==> src/rtl/prog_pkg.sv <==
// Shared definitions for the symbol-program loader.
//   - Packet header codes for WRITE and MODE packets.
//   - FSM state encoding. The codes are plain localparams so older tools can
//     use them too.
//   - Bit offsets of the fields packed into a symbol payload word.
// Contains no ports and no logic.
package prog_pkg;

    localparam logic [7:0] HDR_WRITE = 8'hA5;
    localparam logic [7:0] HDR_MODE  = 8'h5A;

    typedef logic [2:0] state_t;
    localparam state_t ST_IDLE    = 3'd0;
    localparam state_t ST_INDEX   = 3'd1;
    localparam state_t ST_PAYLOAD = 3'd2;
    localparam state_t ST_MODEARG = 3'd3;
    localparam state_t ST_CHECK   = 3'd4;

    // Field layout inside one payload word: [msb:lsb].
    localparam int FLD_HEIGHT_LSB = 0;
    localparam int FLD_HEIGHT_MSB = 15;
    localparam int FLD_WIDTH_LSB  = 16;
    localparam int FLD_WIDTH_MSB  = 31;
    localparam int FLD_R_LSB      = 32;
    localparam int FLD_R_MSB      = 35;
    localparam int FLD_G_LSB      = 36;
    localparam int FLD_G_MSB      = 39;
    localparam int FLD_B_LSB      = 40;
    localparam int FLD_B_MSB      = 43;

endpackage

==> src/rtl/prog_loader.sv <==
// prog_loader: receives symbol-program packets over a byte stream and writes
// them into staging registers. The staging registers are copied to the
// display registers on each frame_start.
//
// Packets:
//   WRITE: A5, slot index, payload bytes (LSB first) [, checksum]
//   MODE : 5A, mode byte (bit0 = program mode)        [, checksum]
//   The checksum is the XOR of all body bytes. The header is not included.
//
// Build option: define PROG_CHKSUM_EN to expect and check a trailing
// checksum byte. Without it, a packet ends after its last body byte.
//
// Ports:
//   clk_pix      in   pixel clock, the only clock
//   rst_n        in   synchronous active-low reset
//   rx_data      in   received byte
//   rx_valid     in   one-cycle strobe that qualifies rx_data
//   frame_start  in   copies staging to display; the copy is visible next cycle
//   prog_buffer  out  display copy of the symbol slots
//   is_prog_mode out  display copy of the program-mode flag
//   pkt_ok       out  one-cycle pulse for each accepted packet
//   err_count    out  count of rejected or timed-out packets; saturates at 255
//   busy         out  high whenever the FSM is not in IDLE
//   dbg_state    out  raw FSM state, for observation only
module prog_loader
    import prog_pkg::*;
#(
    parameter int PROG_PAYLD_PKT_BITS = 48,
    parameter int NUM_SYM_SUPPTD_BITS = 4,
    parameter int TIMEOUT_CYC         = 1_000_000
) (
    input  logic                           clk_pix,
    input  logic                           rst_n,
    input  logic [7:0]                     rx_data,
    input  logic                           rx_valid,
    input  logic                           frame_start,
    output logic [PROG_PAYLD_PKT_BITS-1:0] prog_buffer [0:NUM_SYM_SUPPTD_BITS-1],
    output logic                           is_prog_mode,
    output logic                           pkt_ok,
    output logic [7:0]                     err_count,
    output logic                           busy,
    output logic [2:0]                     dbg_state
);

    localparam int NB = PROG_PAYLD_PKT_BITS / 8;
    localparam int CW = $clog2(NB + 1);
    localparam int TW = $clog2(TIMEOUT_CYC + 1);
    localparam logic [TW-1:0] TMO_LAST = TW'(TIMEOUT_CYC - 1);

    state_t                         state_q, state_d;
    logic [CW-1:0]                  cnt_q, cnt_d;
    logic [TW-1:0]                  tmo_q, tmo_d;
    logic [7:0]                     idx_q, idx_d;
    logic [PROG_PAYLD_PKT_BITS-1:0] pay_q, pay_d;
    logic [7:0]                     csum_q, csum_d;
    logic                           marg_q, marg_d;
    logic                           is_wr_q, is_wr_d;
    logic                           pkt_ok_q;
    logic [7:0]                     err_q;

    logic [PROG_PAYLD_PKT_BITS-1:0] stage_q [NUM_SYM_SUPPTD_BITS];
    logic [PROG_PAYLD_PKT_BITS-1:0] disp_q  [NUM_SYM_SUPPTD_BITS];
    logic                           stage_mode_q, disp_mode_q;

    logic fin;        // the final byte of a packet is sampled this cycle
    logic chk_ok;     // the checksum matches, or the checksum is not in use
    logic idx_ok;
    logic tmo_abort;
    logic accept;
    logic reject;

    assign idx_ok = int'(idx_q) < NUM_SYM_SUPPTD_BITS;

    always_comb begin
        state_d   = state_q;
        cnt_d     = cnt_q;
        tmo_d     = tmo_q;
        idx_d     = idx_q;
        pay_d     = pay_q;
        csum_d    = csum_q;
        marg_d    = marg_q;
        is_wr_d   = is_wr_q;
        fin       = 1'b0;
        chk_ok    = 1'b0;
        tmo_abort = 1'b0;

        // The inter-byte timeout runs only while a packet is open.
        if (state_q != ST_IDLE) begin
            if (rx_valid) begin
                tmo_d = '0;
            end else if (tmo_q == TMO_LAST) begin
                tmo_abort = 1'b1;
                tmo_d     = '0;
                state_d   = ST_IDLE;
            end else begin
                tmo_d = tmo_q + 1'b1;
            end
        end

        // Framing depends only on length. Header codes seen inside a packet
        // are treated as ordinary data.
        if (rx_valid) begin
            case (state_q)
                ST_IDLE: begin
                    csum_d = '0;
                    cnt_d  = '0;
                    if (rx_data == HDR_WRITE) begin
                        is_wr_d = 1'b1;
                        state_d = ST_INDEX;
                    end else if (rx_data == HDR_MODE) begin
                        is_wr_d = 1'b0;
                        state_d = ST_MODEARG;
                    end
                end
                ST_INDEX: begin
                    idx_d   = rx_data;
                    csum_d  = csum_q ^ rx_data;
                    state_d = ST_PAYLOAD;
                end
                ST_PAYLOAD: begin
                    for (int k = 0; k < NB; k++) begin
                        if (cnt_q == CW'(k)) pay_d[k*8 +: 8] = rx_data;
                    end
                    csum_d = csum_q ^ rx_data;
                    if (cnt_q == CW'(NB - 1)) begin
`ifdef PROG_CHKSUM_EN
                        state_d = ST_CHECK;
`else
                        fin     = 1'b1;
                        chk_ok  = 1'b1;
                        state_d = ST_IDLE;
`endif
                    end else begin
                        cnt_d = cnt_q + 1'b1;
                    end
                end
                ST_MODEARG: begin
                    marg_d = rx_data[0];
                    csum_d = csum_q ^ rx_data;
`ifdef PROG_CHKSUM_EN
                    state_d = ST_CHECK;
`else
                    fin     = 1'b1;
                    chk_ok  = 1'b1;
                    state_d = ST_IDLE;
`endif
                end
`ifdef PROG_CHKSUM_EN
                ST_CHECK: begin
                    fin     = 1'b1;
                    chk_ok  = (rx_data == csum_q);
                    state_d = ST_IDLE;
                end
`endif
                default: state_d = ST_IDLE;
            endcase
        end

        // A bad index is detected only when the packet ends, so the bytes
        // that follow it are still consumed as part of the packet.
        accept = fin && chk_ok && (!is_wr_q || idx_ok);
        reject = (fin && !accept) || tmo_abort;
    end

    always_ff @(posedge clk_pix) begin
        if (!rst_n) begin
            state_q      <= ST_IDLE;
            cnt_q        <= '0;
            tmo_q        <= '0;
            idx_q        <= '0;
            pay_q        <= '0;
            csum_q       <= '0;
            marg_q       <= 1'b0;
            is_wr_q      <= 1'b0;
            pkt_ok_q     <= 1'b0;
            err_q        <= '0;
            stage_mode_q <= 1'b0;
            disp_mode_q  <= 1'b0;
            for (int s = 0; s < NUM_SYM_SUPPTD_BITS; s++) begin
                stage_q[s] <= '0;
                disp_q[s]  <= '0;
            end
        end else begin
            state_q  <= state_d;
            cnt_q    <= cnt_d;
            tmo_q    <= tmo_d;
            idx_q    <= idx_d;
            pay_q    <= pay_d;
            csum_q   <= csum_d;
            marg_q   <= marg_d;
            is_wr_q  <= is_wr_d;
            pkt_ok_q <= accept;
            if (reject && err_q != 8'hFF) err_q <= err_q + 8'd1;
            if (accept && !is_wr_q) stage_mode_q <= marg_d;
            // The display copy reads the staging values from before this
            // cycle's write, so a write that lands with frame_start shows up
            // at the next frame.
            for (int s = 0; s < NUM_SYM_SUPPTD_BITS; s++) begin
                if (accept && is_wr_q && idx_q == 8'(s)) stage_q[s] <= pay_d;
                if (frame_start) disp_q[s] <= stage_q[s];
            end
            if (frame_start) disp_mode_q <= stage_mode_q;
        end
    end

    assign prog_buffer  = disp_q;
    assign is_prog_mode = disp_mode_q;
    assign pkt_ok       = pkt_ok_q;
    assign err_count    = err_q;
    assign busy         = (state_q != ST_IDLE);
    assign dbg_state    = state_q;

endmodule

==> config.mk <==
export PLATFORM = sky130hd
export DESIGN_NAME = prog_loader
export DESIGN_NICKNAME = d
export VERILOG_FILES = /design/src/rtl/prog_pkg.sv /design/src/rtl/prog_loader.sv
export SDC_FILE = /design/constraint.sdc
export NUM_CORES = 1
export LEC_CHECK = 0
export CAP_MARGIN = 20
export CORE_MARGIN = 2
export CORE_UTILIZATION = 55
export DETAILED_ROUTE_END_ITERATION = 10
export PLACE_DENSITY = 0.79
export SLEW_MARGIN = 10
export SYNTH_ARGS = -nofsm -noshare
export SYNTH_HDL_FRONTEND = slang
export SYNTH_SLANG_ARGS = --single-unit
export TNS_END_PERCENT = 20
==> constraint.sdc <==
create_clock -name clk_pix -period 4.35 [get_ports clk_pix]
set_input_delay 0.6525 -clock clk_pix [delete_from_list [all_inputs] [get_ports clk_pix]]
set_output_delay 0.6525 -clock clk_pix [all_outputs]
set_load 0.02 [all_outputs]
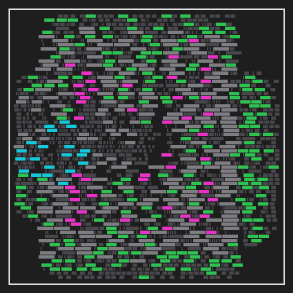
(images/flops_by_reg.png)
Scale: 1.5 px per um.
Key: cyan = tmo_q [sequential cells 20, where left middle]; green = prog_buffer [sequential cells 192, where widely spread]; magenta = pay_q [sequential cells 48]
Flop+latch power: 4890 uW
final core utilization: 68.4%
fraction of area in registers: 53.6%

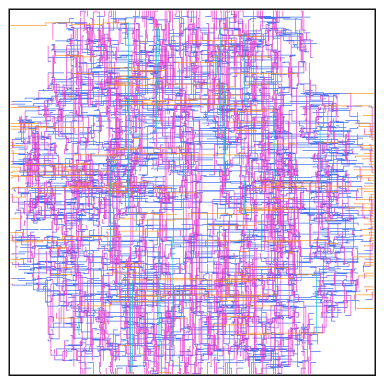
(images/wires.png)
Scale: 2 px per um.
Key: orange = metal 3 [wire length 2700 um]; cyan = metal 4 [wire length 1200 um]; magenta = metal 2 [wire length 20000 um]; blue = metal 1 [wire length 17400 um]

==> PnR_summary.wiki <==
== Run summary ==
{| class="wikitable"
! Metric !! Value
|-
| Run status || finished clean
|-
| Number of filler instances in the final layout || 2237
|-
| Placed cells || 2052
|-
| Post-route DRC violation count || 0
|-
| Iteration tally of the first detailed-router pass || 5
|-
| Critical path data arrival time || 3.21 ns
|-
| Dominant logic cell types in the final layout || 427 x sky130_fd_sc_hd__nor2_1, 287 x sky130_fd_sc_hd__dfxtp_1, 215 x sky130_fd_sc_hd__clkdlybuf4s50_1
|-
| Slowest stage cell on the critical path || sky130_fd_sc_hd__clkdlybuf4s50_1
|-
| Top sig layer || met4
|-
| Clock sink total || 479
|-
| Count of buffers inserted at the top-level ports || 217
|-
| Sequential standard cell area || 0.0115 sq mm
|-
| Yosys-reported design area after synthesis || 0.0175 sq mm
|-
| Post-placement cell area || 0.0200 sq mm
|-
| Die width || 182 um
|-
| Reg2reg path depth || 6
|-
| Clock distribution area overhead in the final layout || 6.69%
|-
| Transition at the pin with the smallest max-transition slack || 1.04 ns
|-
| Share of layout cells above drive strength 1 || 8.29%
|-
| Relative slew slack || 30.9%
|-
| Worst-case register-to-register setup slack || 1.66 ns
|-
| Number of global-route vias before repair || 11.3k
|-
| Setup fix buffers added after clock tree synthesis || 0
|-
| I/O Pins || 218
|-
| Max clock buf depth || 3
|-
| Share of cell area taken by multi-input logic gates || 25.3%
|-
| Total number of tap cells || 402
|-
| Most numerous cell in the Yosys netlist || sky130_fd_sc_hd__nor2_1
|-
| Routed wire length on met3 || 2700 um
|-
| Worst setup EP type || flop
|-
| Tool Warnings || 32
|-
| Maximum vdd ir drop || 0.386 mV
|-
| Gr ovfl total || 0
|-
| Number of cells produced by synthesis || 1497
|-
| Number of distinct library cells after synthesis || 46
|-
| Worst min-delay path endpoint || prog_buffer[134]
|-
| Cell area leaders || sky130_fd_sc_hd__edfxtp_1 33%, sky130_fd_sc_hd__dfxtp_1 33%, sky130_fd_sc_hd__mux2i_1 12%, sky130_fd_sc_hd__nor2_1 9.2%, sky130_fd_sc_hd__mux2_2 3.1%
|-
| Count of routing violations after the opening detailed-route iteration || 743
|-
| Leakage power summed over all cells || 0.00861 uW
|-
| Routed metal-1 wirelength || 17400 um
|-
| Wire length of the first global-routing pass || 63600 um
|-
| Clock period minus worst slack || 3.04 ns
|-
| Total number of yosys warnings || 0
|-
| Met3 Use GR || 4.77%
|}
[cell families after synthesis]
kind of cell	synth area share [%]
flip-flops	65.9
AND/OR/NAND/NOR	13.7
adder cells (fa/ha/maj)	0.501
XOR/XNOR	0.852
AND-OR/OR-AND	1.17
multiplexers	14.8
buffers and inverters	3.09
[state kept, by name, summed over array words and instances, names as in the netlist, 3 cells and up]
| register | count |
|---|---|
| cnt_q | 3 |
| dbg_state | 3 |
| err_count | 8 |
| idx_q | 8 |
| pay_q | 48 |
| prog_buffer | 192 |
| stage_q | 192 |
| tmo_q | 20 |
[worst max-delay path: cells and delay by family]
kind | cells | cell delay [ns]
and+or+nand+nor | 5 | 1.36
buffers and inverters | 2 | 1.17
[power by group]
part	switching (uW)	internal, uW
clock	1610	2200
combinational	344	243
sequential	82.5	4810
Power and IR drop assume default switching activity.
